### src/rtl/multi_axis_stepper_ctrl.sv
`default_nettype none
// ============================================================================
// Module      : multi_axis_stepper_ctrl
// Description : N-channel stepper axis controller. Homes each axis against
//               its Stop switch, then moves it to absolute targets accepted
//               on a valid/ready command port. Drives PU/DR/MF per channel.
//               Optional macro HOME_TIMEOUT_EN adds a homing step budget
//               (HOME_MAX) that faults a channel whose switch never closes.
// Revision    : 1.0 - initial release
// ============================================================================
module multi_axis_stepper_ctrl #(
    parameter int CH       = 6,
    parameter int POS_W    = 10,
    parameter int POS_MAX  = 999,
    parameter int STEP_DIV = 100,
    parameter int HOME_MAX = 1023,
    localparam int c_ch_w  = (CH > 1) ? $clog2(CH) : 1
) (
    input  logic                  sysclk,
    input  logic                  rst_n,
    input  logic [CH-1:0]         Stop,
    input  logic                  home_req,
    input  logic                  cmd_valid,
    output logic                  cmd_ready,
    input  logic [c_ch_w-1:0]     cmd_ch,
    input  logic [POS_W-1:0]      cmd_pos,
    output logic [CH-1:0]         PU,
    output logic [CH-1:0]         DR,
    output logic [CH-1:0]         MF,
    output logic [CH-1:0]         busy,
    output logic [CH-1:0]         homed,
    output logic [CH-1:0]         err,
    output logic [CH*POS_W-1:0]   pos
);

    typedef enum logic [2:0] {
        ST_UNHOMED = 3'd0,
        ST_HOMING  = 3'd1,
        ST_READY   = 3'd2,
        ST_MOVING  = 3'd3,
        ST_FAULT   = 3'd4
    } state_t;

    localparam logic [POS_W-1:0]  c_pos_max  = POS_W'(POS_MAX);
    localparam int                c_div_w    = (STEP_DIV > 1) ? $clog2(STEP_DIV) : 1;
    localparam logic [c_div_w-1:0] c_div_last = c_div_w'(STEP_DIV - 1);
    localparam logic [c_ch_w:0]   c_ch_lim   = (c_ch_w + 1)'(CH);
`ifdef HOME_TIMEOUT_EN
    localparam int                c_hc_w     = $clog2(HOME_MAX + 1);
    localparam logic [c_hc_w-1:0] c_home_max = c_hc_w'(HOME_MAX);
`endif

    logic [c_div_w-1:0] r_div;
    logic               w_tick;
    logic [CH-1:0]      r_stop_meta;
    logic [CH-1:0]      r_stop_sync;
    logic [CH-1:0]      w_ready_vec;
    logic [POS_W-1:0]   w_tgt;
    logic               w_ch_ok;

    // Free-running step-tick divider shared by all channels
    always_ff @(posedge sysclk or negedge rst_n) begin
        if (!rst_n)                r_div <= '0;
        else if (r_div == c_div_last) r_div <= '0;
        else                       r_div <= r_div + 1'b1;
    end

    assign w_tick = (r_div == c_div_last);

    // Two-flop synchroniser for the asynchronous home switches
    always_ff @(posedge sysclk or negedge rst_n) begin
        if (!rst_n) begin
            r_stop_meta <= '0;
            r_stop_sync <= '0;
        end else begin
            r_stop_meta <= Stop;
            r_stop_sync <= r_stop_meta;
        end
    end

    // Saturate requested target to the soft limit; home_req outranks a command
    assign w_tgt     = (cmd_pos > c_pos_max) ? c_pos_max : cmd_pos;
    assign w_ch_ok   = ({1'b0, cmd_ch} < c_ch_lim);
    assign cmd_ready = w_ch_ok & w_ready_vec[cmd_ch] & ~home_req;

    for (genvar gi = 0; gi < CH; gi++) begin : g_ch
        state_t           r_state, w_state_nxt;
        logic [POS_W-1:0] r_pos, w_pos_nxt, r_tgt, w_tgt_nxt, w_pos_step;
        logic             r_pu, w_pu_nxt, r_dr, w_dr_nxt, r_arm, w_arm_nxt;
        logic             w_acc, w_home_ok;
`ifdef HOME_TIMEOUT_EN
        logic [c_hc_w-1:0] r_hcnt, w_hcnt_nxt;
`endif

        assign w_acc     = cmd_valid & cmd_ready & (cmd_ch == c_ch_w'(gi));
        assign w_home_ok = (r_state == ST_UNHOMED) | (r_state == ST_READY) |
                           (r_state == ST_FAULT);
        // One step in the current direction, clamped to [0, POS_MAX]
        assign w_pos_step = r_dr ? ((r_pos >= c_pos_max) ? r_pos : r_pos + 1'b1)
                                 : ((r_pos == '0)        ? r_pos : r_pos - 1'b1);

        // Next-state logic: homing, moving, abort on switch, pulse generation
        always_comb begin
            w_state_nxt = r_state;
            w_pos_nxt   = r_pos;
            w_tgt_nxt   = r_tgt;
            w_pu_nxt    = r_pu;
            w_dr_nxt    = r_dr;
            w_arm_nxt   = r_arm;
`ifdef HOME_TIMEOUT_EN
            w_hcnt_nxt  = r_hcnt;
`endif
            // A raised pulse always falls on the following tick
            if (w_tick && r_pu) w_pu_nxt = 1'b0;

            if (home_req && w_home_ok) begin
                w_state_nxt = ST_HOMING;
                w_dr_nxt    = 1'b0;
                w_arm_nxt   = 1'b0;
`ifdef HOME_TIMEOUT_EN
                w_hcnt_nxt  = '0;
`endif
            end else begin
                case (r_state)
                    ST_HOMING: begin
                        if (w_tick) begin
                            if (r_stop_sync[gi]) begin
                                w_state_nxt = ST_READY;
                                w_pos_nxt   = '0;
                                w_pu_nxt    = 1'b0;
                            end else if (!r_pu) begin
                                w_pu_nxt   = 1'b1;
                                w_pos_nxt  = w_pos_step;
`ifdef HOME_TIMEOUT_EN
                                w_hcnt_nxt = r_hcnt + 1'b1;
`endif
                            end
`ifdef HOME_TIMEOUT_EN
                            else if (r_hcnt == c_home_max) begin
                                w_state_nxt = ST_FAULT;
                                w_pu_nxt    = 1'b0;
                            end
`endif
                        end
                    end
                    ST_READY: begin
                        if (w_acc && (w_tgt != r_pos)) begin
                            w_state_nxt = ST_MOVING;
                            w_tgt_nxt   = w_tgt;
                            w_dr_nxt    = (w_tgt > r_pos);
                            w_arm_nxt   = 1'b1;
                        end
                    end
                    ST_MOVING: begin
                        if (r_stop_sync[gi] && !r_dr) begin
                            w_state_nxt = ST_READY;
                            w_pos_nxt   = '0;
                            w_pu_nxt    = 1'b0;
                            w_arm_nxt   = 1'b0;
                        end else if (w_tick) begin
                            // First tick after accept is a DR setup slot
                            if (r_arm) begin
                                w_arm_nxt = 1'b0;
                            end else if (!r_pu) begin
                                w_pu_nxt  = 1'b1;
                                w_pos_nxt = w_pos_step;
                                if (w_pos_step == r_tgt) w_state_nxt = ST_READY;
                            end
                        end
                    end
                    ST_UNHOMED, ST_FAULT: ;
                    default: w_state_nxt = ST_UNHOMED;
                endcase
            end
        end

        // Channel state register
        always_ff @(posedge sysclk or negedge rst_n) begin
            if (!rst_n) begin
                r_state <= ST_UNHOMED;
                r_pos   <= '0;
                r_tgt   <= '0;
                r_pu    <= 1'b0;
                r_dr    <= 1'b0;
                r_arm   <= 1'b0;
`ifdef HOME_TIMEOUT_EN
                r_hcnt  <= '0;
`endif
            end else begin
                r_state <= w_state_nxt;
                r_pos   <= w_pos_nxt;
                r_tgt   <= w_tgt_nxt;
                r_pu    <= w_pu_nxt;
                r_dr    <= w_dr_nxt;
                r_arm   <= w_arm_nxt;
`ifdef HOME_TIMEOUT_EN
                r_hcnt  <= w_hcnt_nxt;
`endif
            end
        end

        assign PU[gi]          = r_pu;
        assign DR[gi]          = r_dr;
        assign MF[gi]          = (r_state == ST_UNHOMED) | (r_state == ST_FAULT);
        assign busy[gi]        = (r_state == ST_HOMING) | (r_state == ST_MOVING);
        assign homed[gi]       = (r_state == ST_READY) | (r_state == ST_MOVING);
        assign w_ready_vec[gi] = (r_state == ST_READY);
        assign pos[gi*POS_W +: POS_W] = r_pos;
`ifdef HOME_TIMEOUT_EN
        assign err[gi]         = (r_state == ST_FAULT);
`endif
    end

`ifndef HOME_TIMEOUT_EN
    assign err = '0;
`endif

endmodule
`default_nettype wire
### config.mk
export PLATFORM = sky130hd
export DESIGN_NAME = multi_axis_stepper_ctrl
export DESIGN_NICKNAME = d
export VERILOG_FILES = /design/src/rtl/multi_axis_stepper_ctrl.sv
export SDC_FILE = /design/constraint.sdc
export NUM_CORES = 1
export LEC_CHECK = 0
export ABC_CLOCK_PERIOD_IN_PS = 3000
export CAP_MARGIN = 25
export CORE_MARGIN = 10
export CORE_UTILIZATION = 40
export CTS_BUF_LIST = sky130_fd_sc_hd__clkbuf_2 sky130_fd_sc_hd__clkbuf_4 sky130_fd_sc_hd__clkbuf_8
export CTS_CLUSTER_DIAMETER = 150
export DETAILED_ROUTE_END_ITERATION = 12
export GPL_TIMING_DRIVEN = 0
export PLACE_DENSITY = 0.59
export RECOVER_POWER = 100
export SLEW_MARGIN = 10
export SYNTH_ARGS = -nofsm -noshare
export SYNTH_HDL_FRONTEND = slang
export SYNTH_SLANG_ARGS = --single-unit
### constraint.sdc
create_clock -name sysclk -period 3 [get_ports sysclk]
set_input_delay 0.3 -clock sysclk [delete_from_list [all_inputs] [get_ports sysclk]]
set_output_delay 0.3 -clock sysclk [all_outputs]
set_load 0.05 [all_outputs]
==> flow_summary.toml, run 1 <==
# yosys + openroad results
[yosys]
netlist_instances = 1445
syn_area_um2 = 12500
top_cell = "dfrtp_1"
ys_cells = 1445
ys_seq_share_pct = 33.7
yosysTopAreaCell = "dfrtp_1"
yosys_warnings = 0
top_area_share_pct = 33.7

[final_timing]
slew_violations = 66
slew_headroom_pct = -19.0
worst_clock_skew_ns = 0.0162
min_period_over_period_pct = 99.2
rsz0062_at_grt = "true"

[setup_path]
path_buffers = 3
worstPathArrival_ns = 3.32
reg2reg_from = "g_ch[0].r_state[0]$_DFFE_PN0P_"
startpoint = "cmd_pos[9]"
cp_max_fo = 10
slowest_stage = "o311ai_4"
slowest_delay_ns = 0.41
crit_path_frequent_cell = "nand4_1"
r2r_cells = 9

[global_routing]
grt_pass1_wl_mm = 65.8
antenna_found_initial = 0
grt_max_degree = 105

[layout]
drive_gt1_share_pct = 12.9
logic_gate_count = 1076
clk_share_pct = 2.86
final_cell_count_no_fill = 2014
layout_top_cells = "dfrtp_1, nand2_1, dlygate4sd3_1, o21ai_0, nor2_1"
diodes = 0

[hold_path]
holdCritPathClass = "input port to flip-flop"

[power_and_ir_drop]
power_density_nw_per_um2 = 471

[drt]
met3WireLength_mm = 2.24
drt_iter0_markers = 1205

[placement]
dp_hpwl_mm = 30.7
portBuffers = 110
place_congestion = 0.938

[clock_network]
hold_buffers = 1
post_cts_resize_count = 53
ctsRootBufferMaster = "clkbuf_8"
clk_latency_ns = 0.49

[floorplan]
die-area_um2 = 38800
tap-cell-count = 396

[run_status]
violations = "max-capacitance violations, max-slew violations"
outcome = "complete, but fails checks"

[flow_run]
drv_cap = 1
==> run 1: power by group <==
| group | switching [mW] | leakage, nW | internal, mW |
|---|---|---|---|
| Clock | 0.946 | 0.216 | 0.914 |
| Sequential | 0.123 | 2.27 | 2.39 |
| Combinational | 1.71 | 4.21 | 0.990 |
==> run 1: state kept, by name, indices dropped and copies added, names as in the netlist <==
name / count
g_ch.r_arm: 6
r_stop_meta: 6
g_ch.r_pos: 60
g_ch.r_dr: 6
r_div: 7
r_stop_sync: 6
g_ch.r_pu: 6
g_ch.r_state: 12
g_ch.r_tgt: 60
==> run 1: metal layers <==
metal	up-vias	track usage [%]
li1	5628	-
met2	419	34.2
met4	0	6.01
met3	52	3.13
met1	5888	29.0
met5	-	0
Run 1, clock wiring as the flow saved it:
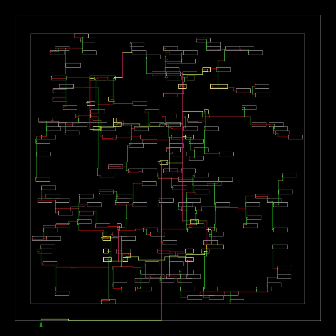
clock sinks: 169
Seq cells: 169
clock buf count: 23

Run 1, wire density map:
(2 px per um) The die is cut into 39 by 39 equal tiles; black is low, pale yellow is high, scaled to the fullest tile. Values are wire area over tile area, all layers added.
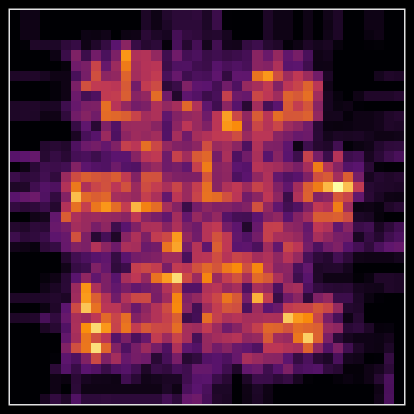
nearly empty tiles: 17%
fullest tile: 0.68
mean over tiles: 0.17
Global Route Usage Sum: 21.2%
via count: 12,000

Run 1, where the registers sit:
(2 px per um)
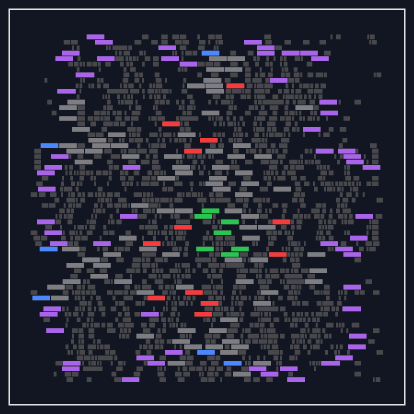
legend:
  r_div:
    color: green
    placed_flops: 7
    where: middle
  g_ch.r_state:
    color: red
    placed_flops: 12
  g_ch.r_pos:
    color: purple
    placed_flops: 60
    where: all over the die
  r_stop_meta:
    color: blue
    placed_flops: 6
Reg area: 4230 um2
flop share of the area: 28.2%

Run 1, cell sizes after repair:
(2 px per um)
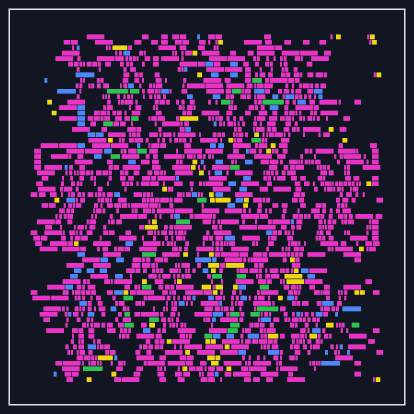
legend:
  _0 and _1 cells:
    color: magenta
    cells: 1,410
    share: 87%
  _6 and larger:
    color: green
    cells: 31
    share: 1.9%
  _3 and _4 cells:
    color: yellow
    cells: 70
    share: 4.3%
  _2 cells:
    color: blue
    cells: 107
    share: 6.6%
final worst slack: 0.0238 ns
P&R area growth vs syn: 19.9%
Buffers, non-clock: 251
cell area after layout: 15,000 um2

==> run 1 -> run 2 <==
--- a/config.mk
+++ b/config.mk
@@ -8,12 +8,12 @@
 export ABC_CLOCK_PERIOD_IN_PS = 3000
 export CAP_MARGIN = 25
 export CORE_MARGIN = 10
-export CORE_UTILIZATION = 40
+export CORE_UTILIZATION = 42
 export CTS_BUF_LIST = sky130_fd_sc_hd__clkbuf_2 sky130_fd_sc_hd__clkbuf_4 sky130_fd_sc_hd__clkbuf_8
 export CTS_CLUSTER_DIAMETER = 150
 export DETAILED_ROUTE_END_ITERATION = 12
 export GPL_TIMING_DRIVEN = 0
-export PLACE_DENSITY = 0.59
+export PLACE_DENSITY = 0.62
 export RECOVER_POWER = 100
 export SLEW_MARGIN = 10
 export SYNTH_ARGS = -nofsm -noshare
Run 2, cell sizes after repair:
(2 px per um)
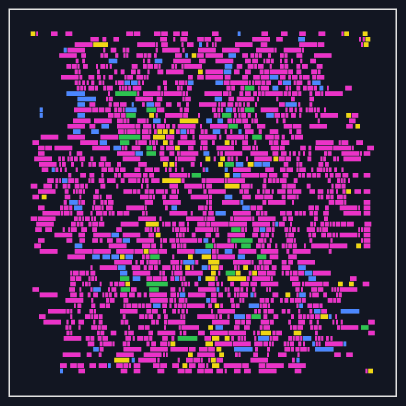
legend:
  _2 cells:
    color: blue
    cells: 108
    share: 6.7%
  _3 and _4 cells:
    color: yellow
    cells: 68
    share: 4.2%
  _0 and _1 cells:
    color: magenta
    cells: 1,412
    share: 87%
  _6 and larger:
    color: green
    cells: 28
    share: 1.7%
cell area after layout: 15,000 um2
Buffers, non-clock: 249
final worst slack: 0.0346 ns
P&R area growth vs syn: 19.6%

Run 2, wire density map:
(2 px per um) The die is cut into 39 by 39 equal tiles; black is low, pale yellow is high, scaled to the fullest tile. Values are wire area over tile area, all layers added.
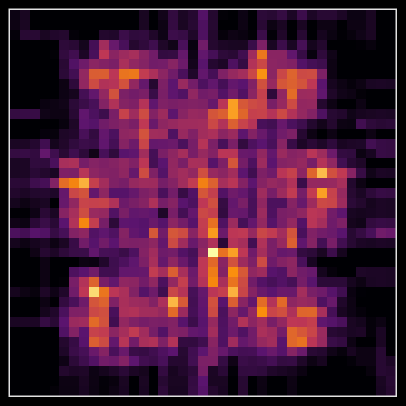
densest ninth of the die: middle
tiles over half the peak: 9.5%
nearly empty tiles: 18%
WL/cell: 20.6 um
Global Route Usage Sum: 22.0%
final WL: 41.4 mm
via count: 11,900

==> run 2 against run 1 <==
  * The flow still finishes with violations (max-capacitance violations, max-slew violations)
  * Final cell count decreased by 0.35%
  * Non-clock buffer count decreased by 2
  * Clock power increased by 3%
  * Cell area decreased by 0.24%
  * Power about the same
  * Highest routed layer unchanged
==> flow_summary.toml, run 2 <==
# yosys + openroad results
[run_status]
outcome = "complete, but fails checks"
violations = "max-capacitance violations, max-slew violations"

[yosys]
ys_seq_share_pct = 33.7
yosysTopAreaCell = "dfrtp_1"
ys_cells = 1445
top_area_share_pct = 33.7
netlist_instances = 1445
yosys_warnings = 0
syn_area_um2 = 12500
synthFlopType = "dfrtp_1"
area_leaders = "dfrtp_1, ha_1, xnor2_1"
top_cell = "dfrtp_1"

[final_timing]
min_period_over_period_pct = 98.8
worst_clock_skew_ns = 0.0200
slew_violations = 75
slew_headroom_pct = -31.1
rsz0062_at_grt = "false"
fin_crit_ns = 2.97

[clock_network]
clk_latency_ns = 0.48
cts_made_buffers = 17
htreeDepth = 4
ctsRootBufferMaster = "clkbuf_8"
post_cts_resize_count = 48
clock-sinks = 169
hold_buffers = 1

[layout]
diodes = 1
sh_seq_area_pct = 28.3
seqCellArea_um2 = 4240
flops = 169
layout_top_cells = "dfrtp_1, dlygate4sd3_1, nand2_1, o21ai_0, nor2_1"
final_cell_count_no_fill = 2007
top_regs = "g_ch.r_pos (60), g_ch.r_tgt (60), g_ch.r_state (12)"
drive_gt1_share_pct = 12.6
clk_share_pct = 3.04
postLayoutCoreUtil_pct = 50.7
logic_gate_count = 1076
clkbuf_count = 22

[power_and_ir_drop]
power_density_nw_per_um2 = 472
pg_comb_mw = 2.64
clock_net_power_mw = 1.91
largestPowerGroup = "combinational cells"
power.share.clock_pct = 27.0
switching_share_pct = 38.5
pg_seq_mw = 2.53
power.switching_mw = 2.72
seqPwrFrac_pct = 35.7
comb_power_share_pct = 37.3
power.internal_mw = 4.35

[global_routing]
antenna_found_initial = 1
use_met3_pct = 2.67
grtUsageMet1_pct = 29.9
grtUsageMet2_pct = 35.8
grt_pass1_vias = 11200
grt_pass1_wl_mm = 64.6
grt_max_degree = 96
top_usage_layer = "met2"

[setup_path]
critPathKind = "input port to flip-flop"
r2r_cells = 8
reg2reg_from = "g_ch[5].r_pos[0]$_DFFE_PN0P_"
start_kind = "input port"
cp_max_fo = 8
startpoint = "cmd_pos[5]"
crit_end = "g_ch[5].r_state[0]$_DFFE_PN0P_"
worstPathArrival_ns = 3.32

[floorplan]
tap-cell-count = 390
fp-utilization_pct = 42.4
die-area_um2 = 37200

[drt]
met3WireLength_mm = 2.31
drt_iter0_markers = 1202

[flow_run]
drv_cap = 1

[placement]
dp_hpwl_mm = 30.0
portBuffers = 110
place_congestion = 0.932

[hold_path]
holdCritPathClass = "input port to flip-flop"
## run 2: critical path, cell delays in order
cell             delay [ns]
clkdlybuf4s18_2        0.40
o21ai_2                0.18
nor2_4                 0.09
nor2_4                 0.20
clkinvlp_4             0.21
clkbuf_1               0.18
buf_4                  0.15
ha_1                   0.29
nand4_1                0.11
o31a_4                 0.32
o311ai_4               0.28
o311ai_2               0.17
o41a_1                 0.43
## run 2: kinds of logic after synthesis
kind of cell	after synthesis	share of synthesized area, %
and+or+nand+nor	462	19.7
muxes	53	4.75
other	1	0.0299
xor gates and xnor gates	88	6.21
adders and majority gates	73	7.29
AOI/OAI and AO/OA	394	21.3
buffers and inverters	205	6.97
DFF	169	33.7
==> run 2 -> run 3 <==
--- a/config.mk
+++ b/config.mk
@@ -7,7 +7,6 @@
 export LEC_CHECK = 0
 export ABC_CLOCK_PERIOD_IN_PS = 3000
 export CAP_MARGIN = 25
-export CORE_MARGIN = 10
 export CORE_UTILIZATION = 42
 export CTS_BUF_LIST = sky130_fd_sc_hd__clkbuf_2 sky130_fd_sc_hd__clkbuf_4 sky130_fd_sc_hd__clkbuf_8
 export CTS_CLUSTER_DIAMETER = 150
Run 3, wire density map:
(2 px per um) The die is cut into 35 by 35 equal tiles; black is low, pale yellow is high, scaled to the fullest tile. Values are wire area over tile area, all layers added.
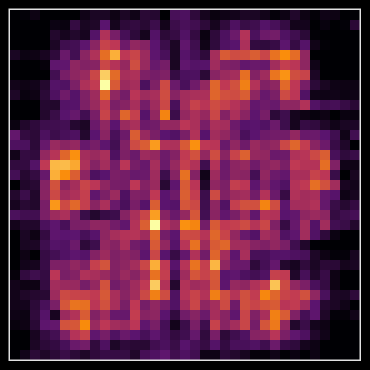
fullest tile: 0.72
densest ninth of the die: middle
mean over tiles: 0.21
WL/cell: 20.0 um
via count: 11,900

Run 3, clock wiring as the flow saved it:
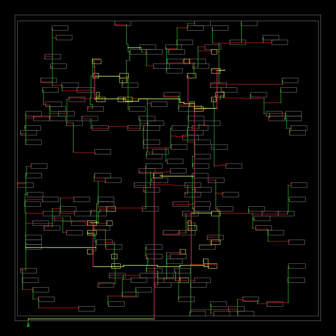
clock network power: 1.62 mW
clk_skew: 0.0197 ns
CTS buffer count: 17
worst skew pair latency: 0.50 ns
clock buf count: 19

==> run 3 against run 2 <==
  * Power shrank 4.4%
  * Non-clock buffer count up 5
  * Area after synthesis unchanged
  * Sequential share of layout area grew 0.12 points
  * Final cell count about the same
  * Highest routed layer unchanged
  * Sequential power is essentially flat
  * Global-route usage grew 4.2 points
  * Critical path depth shrank 5
  * Critical endpoint is now g_ch[2].r_state[0]$_DFFE_PN0P_
  * The flow still finishes with violations (max-capacitance violations, max-slew violations)
  * Core utilization increased by 0.72 points
==> flow_summary.toml, run 3 <==
# yosys + openroad results
[run_status]
outcome = "complete, but fails checks"
violations = "max-capacitance violations, max-slew violations"

[layout]
top_regs = "g_ch.r_pos (60), g_ch.r_tgt (60), g_ch.r_state (12)"
layout_top_cells = "dfrtp_1, nand2_1, o21ai_0, dlygate4sd3_1, nor2_1"
sh_seq_area_pct = 28.4
nNonClkBuffers = 254
seqCellArea_um2 = 4230
clk_share_pct = 2.42
postLayoutCoreUtil_pct = 51.4

[final_timing]
slew_headroom_pct = -6.06
fin_crit_ns = 2.92
slew_violations = 63
min_period_over_period_pct = 97.3

[yosys]
xor_share_pct = 6.21
synthFlopType = "dfrtp_1"
ys_cells = 1445
yosysTopAreaCell = "dfrtp_1"
syn_area_um2 = 12500
netlist_instances = 1445
area_leaders = "dfrtp_1, ha_1, xnor2_1"
adder_share_pct = 7.29
yosys_warnings = 0
yosys.area_share.aoi_pct = 21.3

[setup_path]
critPathKind = "flip-flop to flip-flop"
slowest_delay_ns = 0.59
path_depth = 8
startpoint = "g_ch[2].r_pos[6]$_DFFE_PN0P_"
start_kind = "flip-flop"
path_delay_family = "AND-OR/OR-AND gates"
crit_chain = "clkbuf_1 > nor4_4 > a31oi_1 > a22oi_1 > o211ai_1 > a2111o_1 > nor4_1 > a21oi_1"
cp_max_fo = 9
slowest_stage = "nor4_4"
crit_end = "g_ch[2].r_state[0]$_DFFE_PN0P_"

[clock_network]
hold_buffers = 1

[floorplan]
die-area_um2 = 30500

[placement]
dp_hpwl_mm = 28.7

[flow_run]
drv_cap = 1

[global_routing]
grt_usage_pct = 26.2
grt_pass1_wl_mm = 62.7
## run 3: cell types whose count changed in the layout (fill, tap and decap cells not counted), moves of 4 or more
| cell | change |
|---|---|
| buf_4 | +9 |
| dlygate4sd3_1 | -6 |
| inv_6 | +6 |
| clkdlybuf4s50_1 | +6 |
| clkbuf_1 | -4 |
| bufinv_16 | -4 |
## run 3: routing by layer
layer	share of wire [%]	vias up	track usage, %
met1	45	5824	36.7
met5	0	-	0
met2	47	407	42.2
met4	2.4	0	8.12
li1	-	5620	-
met3	5.3	63	3.00
## run 3: where the power goes
group	switching, mW	leakage, nW	internal, mW
Clock	0.991	0.184	0.626
Combinational	1.67	4.21	0.970
Sequential	0.121	2.27	2.39
Total	2.78	6.66	3.99

## Gallery

M3 wires.
image #1
(2 px per um)
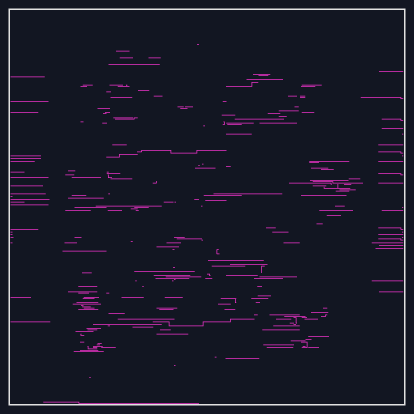
image #2
(3 px per um)
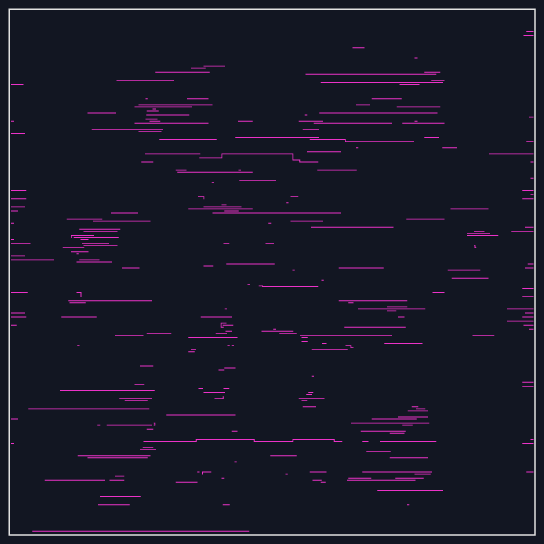
image #3
(2 px per um)
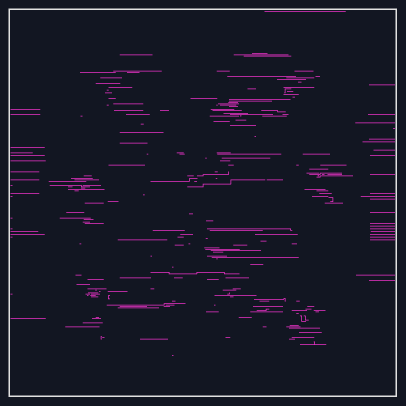
Run 3 is image #2.
Run 2 is image #3.
Run 1 is image #1.

Power figures rest on the tool's default switching activity, not on a simulated workload.
